### Placed cells, one colour a class

The bar under the picture is 10 microns long.
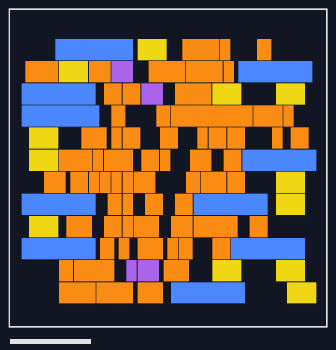
### Clock distribution

The bar under the picture is 10 microns long.
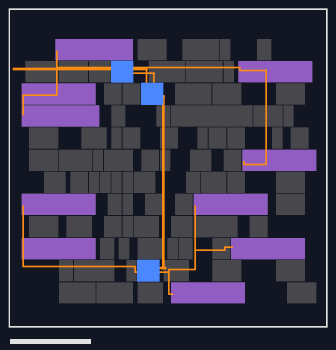
### M2 wires

Cells faint in the background.
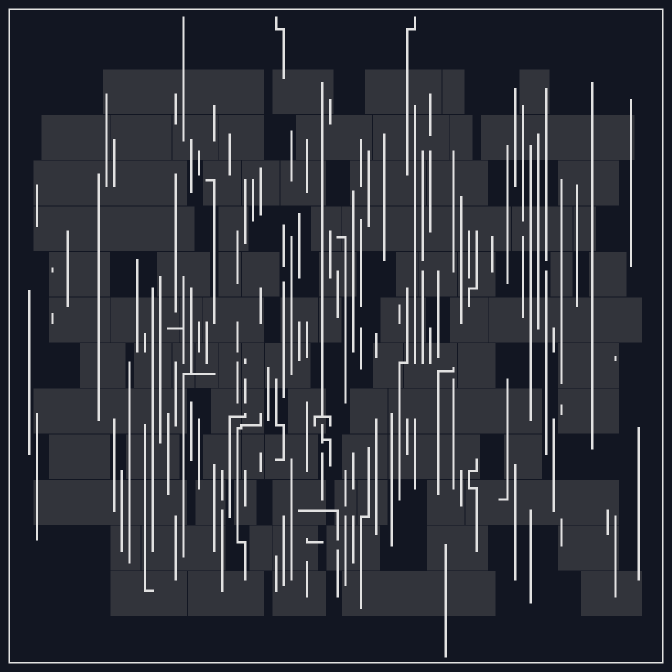
==> config.mk <==
export PLATFORM = sky130hd
export DESIGN_NAME = can_bit_stuffer
export DESIGN_NICKNAME = d
export VERILOG_FILES = /design/src/rtl/can_pkg.sv /design/src/rtl/can_bit_stuffer.sv
export SDC_FILE = /design/constraint.sdc
export NUM_CORES = 1
export LEC_CHECK = 0
export CAP_MARGIN = 20
export CORE_MARGIN = 1
export CORE_UTILIZATION = 54
export DETAILED_ROUTE_END_ITERATION = 10
export PLACE_DENSITY_LB_ADDON = 0.15
export SETUP_SLACK_MARGIN = 0.5
export SKIP_CTS_REPAIR_TIMING = 1
export SYNTH_ARGS = -nofsm -noshare
export SYNTH_HDL_FRONTEND = slang
export SYNTH_SLANG_ARGS = --single-unit
==> constraint.sdc <==
create_clock -name clk -period 5.3 [get_ports clk]
set_clock_uncertainty 0.2 [all_clocks]
set_input_delay 0.53 -clock clk [delete_from_list [all_inputs] [get_ports clk]]
set_output_delay 0.53 -clock clk [all_outputs]
set_load 0.05 [all_outputs]
==> flow_summary.json <==
{
  "synth.largest_area_cell": "dfrtp_1",
  "min_period_ns": 3.20,
  "critPathKind": "in2out",
  "die_x_microns": 38.9,
  "yosysTopAreaCellShare": 0.273,
  "rrSetupSlack_ns": 3.15,
  "antenna_found_initial": 0,
  "drt_iter0_drc": 17,
  "fp.dieH_microns": 38.9,
  "drive_gt1_frac": 0.143,
  "ys_cells": 77,
  "cts.path.max_buffers": 2,
  "first_global_vias": 602,
  "rsz0062_at_grt": "false",
  "htreeDepth": 1,
  "ir_drop_v": 0.000141,
  "hold_path.class": "reg2reg",
  "syn_area_per_cell_sq_um": 9.54,
  "viasPerCell": 5.86,
  "netlist_top_cells_area": "dfrtp_1 (27%), ha_1 (10%), dfstp_2 (7.2%)",
  "post-route-util": 0.750,
  "synthToLayoutAreaGrowth_pct": 21.1,
  "cts-root-buf": "clkbuf_4",
  "place.gp.congestion": 0.827,
  "clk_pin_slew_ns": 0.07,
  "hold_viol": 0,
  "first_pass_iters": 4,
  "ys_ff": 10,
  "drc_errors": 0,
  "globalRouteOverflowTotal": 0,
  "top_cells_by_count": "dfrtp_1 (8), inv_1 (8), ha_1 (6), nor2_1 (6)",
  "arrival_ns": 2.47,
  "clock-sinks": 10,
  "largest_register_ffs": 3,
  "fin_setup_tns_ns": 0,
  "dp.cells": 101,
  "slew_headroom": 0.665,
  "netlist_area_sq_um": 734,
  "flop_cell": "dfrtp_1",
  "fin_nets": 106,
  "warnings": 30,
  "dp.final_hpwl_microns": 1140,
  "cts_buffers": 3,
  "worst_setup_path_start_kind": "primary input",
  "fmax_ghz": 0.313,
  "ant_nets": 0,
  "syn_nets": 91,
  "critPathCaptureType": "primary output",
  "tritoncts": "done",
  "max_cap_violations": 0,
  "yosysSeqAreaShare": 0.344,
  "final_cell_count_no_fill": 105,
  "diodes": 0,
  "finalSetupViolCount": 0,
  "initCoreUtil": 0.619,
  "wl_per_cell_microns": 14.5,
  "ys_chip_area_sq_um": 734,
  "worst_pin_slew_ns": 0.501,
  "row_count": 12,
  "maxSlewViolCount": 0,
  "reg2reg_depth": 6,
  "yosys_warnings": 0,
  "edf_count": 0,
  "async_reset_ff_frac": 1.00,
  "required_ns": 4.57,
  "grt_max_degree": 11,
  "finalCritPeriodShare": 0.603,
  "cellPowerDensity_mw_per_mm2": 224,
  "ios": 13,
  "power_leakage_nw": 0.367,
  "port-buffer-count": 12,
  "hold_path_depth": 1,
  "grt_pass1_wl_microns": 2590,
  "die-area_sq_mm": 0.00151,
  "synthCells": 77,
  "status": "finished, final reports clean",
  "place_area_sq_um": 863,
  "crit_fanout": 6,
  "track_usage": 0.255,
  "synth.distinct_cells": 33
}
-- 'Placed cells, one colour a class' (at the start) --
other buffers and delay cells -> yellow  # cells 12
combinational and other logic -> orange  # cells 65
flops -> blue  # cells 10
clock drivers and dummy loads -> purple  # cells 4
flop share of the area: 0.284
Final Instance Area: 890 sq um
core box area: 0.00119 sq mm

-- 'Clock distribution' (at the start) --
flip-flops -> purple  # count 10
clock wires -> orange  # length 151 microns
clock drivers -> blue  # count 3
routed clock nets = 4
Clock Power: 0.0000566 W
Insertion Delay late pin: 0.27 ns
clock power share: 0.284

-- 'M2 wires' (at the start) --
nets with wire on the layer = 87
main direction = vertical
DRT Wirelength: 1520 microns
GR Layer Usage met2: 0.417
vias post-DR: 615

worst max-delay path, stage by stage:
cell and delay (ns):
clkdlybuf4s50_1 0.56, inv_1 0.12, nor3b_1 0.37, clkdlybuf4s50_1 0.88
cell families after synthesis:
| group | synth area share |
|---|---|
| AND/OR/NAND/NOR | 0.225 |
| AND-OR/OR-AND | 0.208 |
| buffers and inverters | 0.0528 |
| flip-flops | 0.344 |
| adder cells (fa/ha/maj) | 0.102 |
| multiplexers | 0.0443 |
| XOR/XNOR | 0.0239 |
power by group:
part	internal (W)	switching, W	total [W]
clock network	0.0000291	0.0000275	0.0000566
logic	0.0000253	0.0000326	0.0000578
registers	0.0000814	0.00000378	0.0000852
total	0.000136	0.0000638	0.000200
routing by layer:
layer	GRT usage	up-vias	share of wire	wire, microns
li1	-	300	-	-
met1	0.335	299	0.48	724
met2	0.417	14	0.48	726
met3	0.0520	2	0.032	49
met4	0.0776	0	0.014	21
met5	0	-	0	0
final cells by class:
cell class              count  area, sq um
multi-input cells          57          443
fillers                    99          297
flip-flops and latches     10          253
repair buffers             12          120
inverters                   8         30.0
clock buffers               4         26.3
well taps                  14         17.5
per-stage QoR:
stage,power (W),hold slack (ns),setup WS [ns]
floorplan,0.000126,0.0344,2.51
global placement,0.000143,0.289,2.11
detailed placement,0.000144,0.297,2.11
CTS,0.000201,0.312,2.10
global route,0.000212,0.324,2.01
finish,0.000200,0.309,2.10
cell usage in the layout, fill, tap and decap left out, types with 3 or more instances in the layout:
cell,instances
inv_1,8
nand2b_1,4
ha_1,6
clkbuf_4,3
o21a_1,4
dfrtp_1,8
a21oi_1,4
o22ai_1,4
nor2_1,6
clkdlybuf4s50_1,12
No activity file was given, so power comes from the tool's default toggle rates.
